Figure 1. Clock wiring as the flow saved it (run 1).
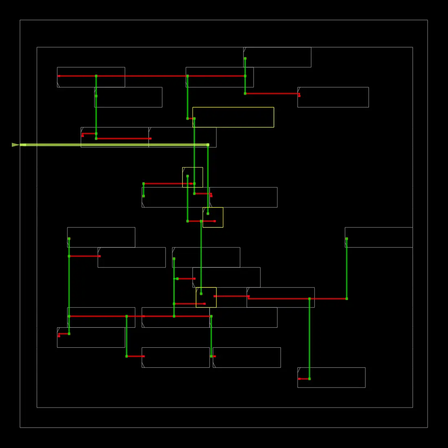
Figure 2. Met3 routing (run 1).
Scale bar: 20 µm.
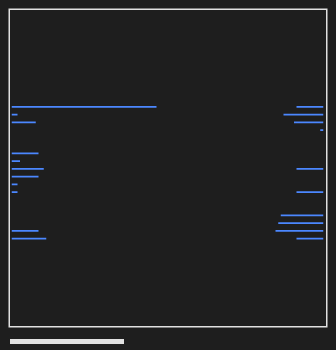
Figure 3. The metal 2 layer (run 1).
Scale bar: 20 µm.
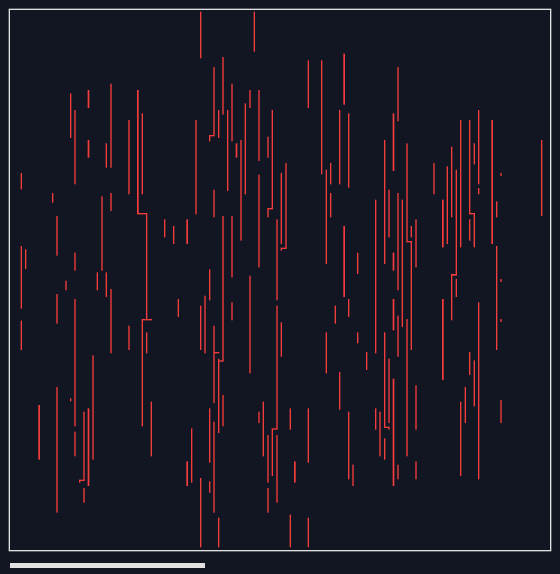
**src/rtl/phy_pipe_pkg.sv**
```systemverilog
// Shared constants and helpers for the PHY handshake pipeline stage.
package phy_pipe_pkg;

    localparam int PIPE_LANE_W = 8;
    localparam int PIPE_DEPTH  = 2;

    // Smallest count width able to represent 0..depth inclusive.
    function automatic int cnt_w_for(input int depth);
        int w;
        w = 1;
        while ((1 << w) <= depth) begin
            w++;
        end
        return w;
    endfunction

endpackage

```
**src/rtl/phy_pipe_cell.sv**
```systemverilog
// One register stage of the handshake pipeline: a valid flag plus a data word.
module phy_pipe_cell
    import phy_pipe_pkg::*;
#(
    parameter int DW = PIPE_LANE_W
) (
    input  logic          clk_2f,
    input  logic          reset,
    input  logic          flush,
    input  logic          load,
    input  logic          empty,
    input  logic [DW-1:0] d_in,
    output logic          v,
    output logic [DW-1:0] d
);

    // Load wins over empty; flush drops valid but leaves the data word untouched.
    always_ff @(posedge clk_2f or negedge reset) begin
        if (!reset) begin
            v <= 1'b0;
            d <= '0;
        end else if (flush) begin
            v <= 1'b0;
        end else if (load) begin
            v <= 1'b1;
            d <= d_in;
        end else if (empty) begin
            v <= 1'b0;
        end
    end

endmodule

```
**src/rtl/phy_pipe_stage_hs.sv**
```systemverilog
// Multi-stage valid/ready retiming pipeline between PHY processing stages.
// Empty stages collapse so the chain fills completely while downstream stalls.
module phy_pipe_stage_hs
    import phy_pipe_pkg::*;
#(
    parameter int LANE_W = PIPE_LANE_W,
    parameter int LANES  = 1,
    parameter int DEPTH  = PIPE_DEPTH,
    parameter int CNT_W  = 4
) (
    input  logic                    clk_2f,
    input  logic                    reset,
    input  logic [LANE_W*LANES-1:0] data_in,
    input  logic                    valid_in,
    output logic                    ready_out,
    output logic [LANE_W*LANES-1:0] data_out,
    output logic                    valid_out,
    input  logic                    ready_in,
    input  logic                    flush,
    output logic [CNT_W-1:0]        count
);

    localparam int DW        = LANE_W * LANES;
    localparam int MIN_CNT_W = cnt_w_for(DEPTH);

    if (CNT_W < MIN_CNT_W) begin : g_cnt_w_check
        $error("CNT_W too narrow for DEPTH");
    end

    logic [DEPTH-1:0]         v;
    logic [DEPTH-1:0]         adv;
    logic [DEPTH-1:0][DW-1:0] d;
    logic                     in_xfer;
    logic                     out_xfer;

    // A stage advances when it holds data and the next stage is empty or itself advancing.
    always_comb begin
        adv            = '0;
        adv[DEPTH-1]   = v[DEPTH-1] & ready_in;
        for (int i = DEPTH - 2; i >= 0; i--) begin
            adv[i] = v[i] & (~v[i+1] | adv[i+1]);
        end
    end

    assign ready_out = ~flush & (~v[0] | adv[0]);
    assign in_xfer   = valid_in & ready_out;
    assign out_xfer  = adv[DEPTH-1];
    assign data_out  = d[DEPTH-1];
    assign valid_out = v[DEPTH-1];

    for (genvar i = 0; i < DEPTH; i++) begin : g_stage
        if (i == 0) begin : g_head
            phy_pipe_cell #(.DW(DW)) u_cell (
                .clk_2f (clk_2f),
                .reset  (reset),
                .flush  (flush),
                .load   (in_xfer),
                .empty  (adv[0]),
                .d_in   (data_in),
                .v      (v[0]),
                .d      (d[0])
            );
        end else begin : g_body
            phy_pipe_cell #(.DW(DW)) u_cell (
                .clk_2f (clk_2f),
                .reset  (reset),
                .flush  (flush),
                .load   (adv[i-1]),
                .empty  (adv[i]),
                .d_in   (d[i-1]),
                .v      (v[i]),
                .d      (d[i])
            );
        end
    end

    // Occupancy tracks accepted minus delivered words; flush empties everything.
    always_ff @(posedge clk_2f or negedge reset) begin
        if (!reset) begin
            count <= '0;
        end else if (flush) begin
            count <= '0;
        end else begin
            count <= count + CNT_W'(in_xfer) - CNT_W'(out_xfer);
        end
    end

endmodule
```
**config.mk**
```make
export PLATFORM = sky130hd
export DESIGN_NAME = phy_pipe_stage_hs
export DESIGN_NICKNAME = d
export VERILOG_FILES = /design/src/rtl/phy_pipe_pkg.sv /design/src/rtl/phy_pipe_cell.sv /design/src/rtl/phy_pipe_stage_hs.sv
export SDC_FILE = /design/constraint.sdc
export NUM_CORES = 1
export LEC_CHECK = 0
export CAP_MARGIN = 5
export CORE_MARGIN = 2
export CORE_UTILIZATION = 40
export DETAILED_ROUTE_END_ITERATION = 16
export PLACE_DENSITY = 0.7
export SYNTH_ARGS = -nofsm -noshare
export SYNTH_HDL_FRONTEND = slang
export SYNTH_HIERARCHICAL = 1
export SYNTH_SLANG_ARGS = --single-unit
```
**constraint.sdc**
```tcl
create_clock -name clk_2f -period 1.75 [get_ports clk_2f]
set_input_delay 0.2625 -clock clk_2f [delete_from_list [all_inputs] [get_ports clk_2f]]
set_output_delay 0.2625 -clock clk_2f [all_outputs]
set_load 0.01 [all_outputs]
```
==> impl_metrics.ini, run 1 <==
; physical design summary
[outcome]
status = finished, violations left
violated_checks = negative setup slack

[sta]
timing.final.ws_setup_ns = -0.103
slew-limit-headroom = 0.813
rsz0062_at_grt = yes
finalSetupViolations = 2
setup-tns-final_ns = -0.158
timing.final.crit_share = 1.06
hold_ws_ns = 0.287

[final_layout]
area_delta_synth_final_pct = 40.9
n_all_inverters = 7
layout.buffer.nonclock.area_share = 0.225
ff_latch_area_um2 = 552
post_route_cells_drive_above_1_share = 0.333
layout.cells.non_filler = 138
count_of_multi_input_gates = 42
utilization = 0.595
cell_class_ranked_first_by_area = sequential cells
layout.non_clock_buffers = 33

[yosys]
share_of_flip_flops_with_an_asynchronous_set_or_reset_after_synthesis = 1.00
flop_cell = sky130_fd_sc_hd__dfrtp_1
postSynthRegisterBits = 22
avgSynthCellArea_um2 = 14.5
synthesis.area_um2 = 1060
ys_seq_share = 0.521

[grt]
grt_max_degree = 23
grt.overflow.total = 0
grt_first_pass_wirelength_mm = 3.38
antenna_found_initial = 0

[setup_path]
worstReg2RegEnd = count[1]$_DFF_PN0_
worst_setup_path_endpoint = count[1]$_DFF_PN0_
timing.critical_path.from = g_stage[0].g_head.u_cell/v$_DFFE_PN0P_
reg2regPathDepth = 7
cp.buffers_inverters = 1
worst_path_maximum_fanout = 3
crit_required_ns = 1.99
timing.rr.start = g_stage[0].g_head.u_cell/v$_DFFE_PN0P_
arrival_ns = 2.09
path_cells = a31oi_4, nand2_1, ha_1, inv_1, ha_2, fa_2, nor2b_1
worstSetupPathType = reg2reg
timing.critical_path.slowest_stage_cell = sky130_fd_sc_hd__fa_2

[power_and_ir_drop]
power_density_nw_per_um2 = 1170
seq_power_share = 0.420
clock_power_share = 0.218
totalPowerFinal_mw = 1.74
comb_cell_power_mw = 0.628
power.share.switching = 0.254
power.internal_mw = 1.30
worst_ir_drop_vdd_uv = 700
net_switching_power_mw = 0.440
p_leak_nw = 0.666
pg_clk_mw = 0.379
powerSeq_mw = 0.729

[place]
gp_congestion = 0.722
placement.cell_area_um2 = 1420

[routing]
initialDrtViolationCount = 9
route.detailed.vias_per_inst = 4.77
drcViolationCount = 0
dr_pass1_iterations = 2
detail_route.wl_per_cell_um = 13.4

[flow_run]
openroad.warnings = 29
drv.max_cap_violation_count = 0

[clock_network]
clock_tree.htree_level_count = 1
clock_latency_ns = 0.30
cts_root_buffer = sky130_fd_sc_hd__clkbuf_4
cts.path.max_buffers = 2

[floorplan]
die_w_um = 55.4
num_io_pins = 27
core_util_floorplan = 0.422
About Figure 1:
sink count of the clock tree: 22
total number of sequential cells: 22
CTS buffer count: 3
Fin Clk Skew: 0.00412 ns

About Figure 2:
wire length on this layer: 108 µm
share of all routed wire: 5.9%
longest straight run: 25.1 µm
main direction: horizontal
nets with wire on the layer: 21
Detailed Route WL: 1.85 mm
met3 usage: 0.0304
total number of vias: 658

About Figure 3:
nets with wire on the layer: 117
main direction: vertical
longest straight run: 18.0 µm
wire length on this layer: 883 µm

==> run 1: what timing repair did <==
item,CTS,global route
setup buffers,0,1
endpoints found under the setup margin,3,3
pin swaps,1,1
hold buffers,0,0
resized,3,2
==> run 1: synthesized netlist by cell type (2+ instances only) <==
| master | n | share of area |
|---|---|---|
| sky130_fd_sc_hd__a21oi_1 | 3 | 0.014 |
| sky130_fd_sc_hd__and2_1 | 2 | 0.012 |
| sky130_fd_sc_hd__buf_6 | 2 | 0.021 |
| sky130_fd_sc_hd__dfrtp_1 | 22 | 0.52 |
| sky130_fd_sc_hd__ha_1 | 4 | 0.047 |
| sky130_fd_sc_hd__inv_1 | 7 | 0.025 |
| sky130_fd_sc_hd__mux2_4 | 16 | 0.23 |
| sky130_fd_sc_hd__nand2b_1 | 2 | 0.012 |
| sky130_fd_sc_hd__nand3_1 | 2 | 0.0095 |
| sky130_fd_sc_hd__nor2b_4 | 2 | 0.026 |
| sky130_fd_sc_hd__xnor2_1 | 2 | 0.017 |
==> run 1: cells by family after synthesis <==
| kind of cell | count (synthesis) | synth area share |
|---|---|---|
| AND-OR/OR-AND | 7 | 0.0427 |
| multiplexers | 16 | 0.227 |
| adder cells (fa/ha/maj) | 5 | 0.0664 |
| XOR/XNOR | 2 | 0.0166 |
| buffers and inverters | 9 | 0.0462 |
| AND/OR/NAND/NOR | 12 | 0.0794 |
| flip-flops | 22 | 0.521 |
==> run 1: routing by layer <==
metal  global-route usage  wire, µm  part of all wire
met5                    0         0                 0
met2                0.235       883              0.48
met1                0.168       861              0.46
met3               0.0304       108             0.058
met4               0.0314         0                 0
==> run 2, diff against run 1 <==
- SKIP_LAST_GASP: not set -> 1
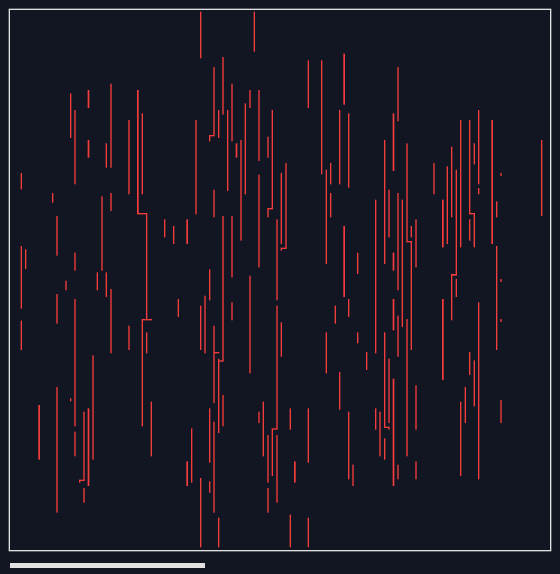
Figure 4: run 2, the metal 2 layer.
Scale bar: 20 µm.
longest straight run: 18.0 µm
wire length on this layer: 883 µm
nets with wire on the layer: 117
main direction: vertical

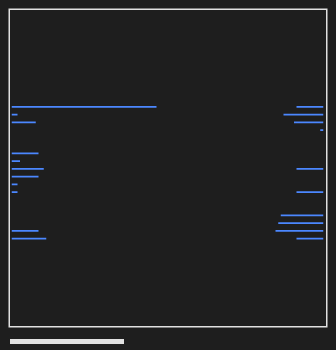
Figure 5: run 2, met3 routing.
Scale bar: 20 µm.
share of all routed wire: 5.9%
main direction: horizontal
wire length on this layer: 108 µm
nets with wire on the layer: 21

==> run 2 against run 1 <==
Compared with the run above:
- the flow still finishes with violations (negative setup slack)
- hold slack unchanged
- sequential cell count did not move
- synthesized area is the same
- combinational power about the same
- critical endpoint unchanged
- largest cell class unchanged
- largest power group unchanged
- highest routed layer unchanged
==> impl_metrics.ini, run 2 <==
; physical design summary
[yosys]
synthDominantAreaCellType = sky130_fd_sc_hd__dfrtp_1
main_area_contributors = sky130_fd_sc_hd__dfrtp_1 52%, sky130_fd_sc_hd__mux2_4 23%, sky130_fd_sc_hd__ha_1 4.7%, sky130_fd_sc_hd__nor2b_4 2.6%, sky130_fd_sc_hd__inv_1 2.5%
share_of_flip_flops_with_an_asynchronous_set_or_reset_after_synthesis = 1.00
flop_cell = sky130_fd_sc_hd__dfrtp_1
postSynthRegisterBits = 22
proportion_of_netlist_area_held_by_the_largest_area_contributor = 0.521
netlist_top_cells_count = 22 x sky130_fd_sc_hd__dfrtp_1, 16 x sky130_fd_sc_hd__mux2_4, 7 x sky130_fd_sc_hd__inv_1
ys_seq_share = 0.521

[routing]
met1_length_um = 861
drcViolationCount = 0
detail_route.wl_per_cell_um = 13.4
vias = 658
initialDrtViolationCount = 9
topRoutingLayerUsed = met3
dr_pass1_iterations = 2
route.detailed.vias_per_inst = 4.77

[clock_network]
cts_setup_buffers = 0
cts.path.max_buffers = 2
clock_tree.htree_level_count = 1
post_cts_resized = 3
numClockSinks = 22

[final_layout]
cell_class_ranked_first_by_area = sequential cells
post_route_cells_drive_above_1_share = 0.333
layout.buffer.nonclock.area_share = 0.225
n_all_inverters = 7
nFlopsAndLatches = 22
count_of_multi_input_gates = 42
area_delta_synth_final_pct = 40.9
layout.cells.non_filler = 138
ff_latch_area_um2 = 552

[floorplan]
core_util_floorplan = 0.422
num_io_pins = 27
die_w_um = 55.4

[sta]
slew-limit-headroom = 0.813
timing.final.ws_setup_ns = -0.103
rsz0062_at_grt = yes
setup-tns-final_ns = -0.158
finalSetupViolations = 2

[power_and_ir_drop]
worst_ir_drop_vdd_uv = 700

[grt]
grt_max_degree = 23
gr-usage-met2 = 0.235
met3_usage = 0.0304
grt_first_pass_wirelength_mm = 3.38
gr-usage-met1 = 0.168
grt_most_used_layer = met2
antenna_found_initial = 0

[setup_path]
worst_path_maximum_fanout = 3
path_cells = a31oi_4, nand2_1, ha_1, inv_1, ha_2, fa_2, nor2b_1
timing.critical_path.slowest_stage_cell = sky130_fd_sc_hd__fa_2
cp.buffers_inverters = 1

[place]
gp_congestion = 0.722

[outcome]
violated_checks = negative setup slack
status = finished, violations left
-- run 2: final timing paths --
| kind | startpoint | end | slack (ns) | cells past startpoint |
|---|---|---|---|---|
| max in group asynchronous | reset | g_stage[1].g_body.u_cell/v$_DFFE_PN0P_ | 1.22 | 2 |
| min | reset | count[1]$_DFF_PN0_ | 0.29 | 2 |
| max reg2reg | g_stage[0].g_head.u_cell/v$_DFFE_PN0P_ | count[1]$_DFF_PN0_ | -0.10 | 7 |
| min in group clk_2f | ready_in | g_stage[1].g_body.u_cell/v$_DFFE_PN0P_ | 0.52 | 5 |
| max | g_stage[0].g_head.u_cell/v$_DFFE_PN0P_ | count[1]$_DFF_PN0_ | -0.10 | 7 |
| min reg2reg | g_stage[1].g_body.u_cell/d[2]$_DFFE_PN0P_ | g_stage[1].g_body.u_cell/d[2]$_DFFE_PN0P_ | 0.53 | 1 |
-- run 2: cell families (layout without fill, tap and decap cells) --
group / after synthesis / in the layout / synth area share
AND-OR/OR-AND: 7 / 7 / 0.0427
XOR/XNOR: 2 / 2 / 0.0166
adder cells (fa/ha/maj): 5 / 5 / 0.0664
AND/OR/NAND/NOR: 12 / 12 / 0.0794
multiplexers: 16 / 16 / 0.227
flip-flops: 22 / 22 / 0.521
buffers and inverters: 9 / 44 / 0.0462
-- run 2: power by group --
part           total, mW  leakage, nW  internal (mW)  switching [mW]
logic              0.628        0.369          0.422           0.206
registers          0.729        0.270          0.642          0.0862
clock network      0.379       0.0279          0.231           0.148
-- run 2: stage by stage --
step,total power [mW],utilization
after global placement,1.35,0.569
after floorplan,1.06,-
after global routing,1.84,0.595
after CTS,1.75,0.589
final,1.74,0.595
after detailed placement,1.35,0.569
Power is estimated from default activity; no workload was simulated.
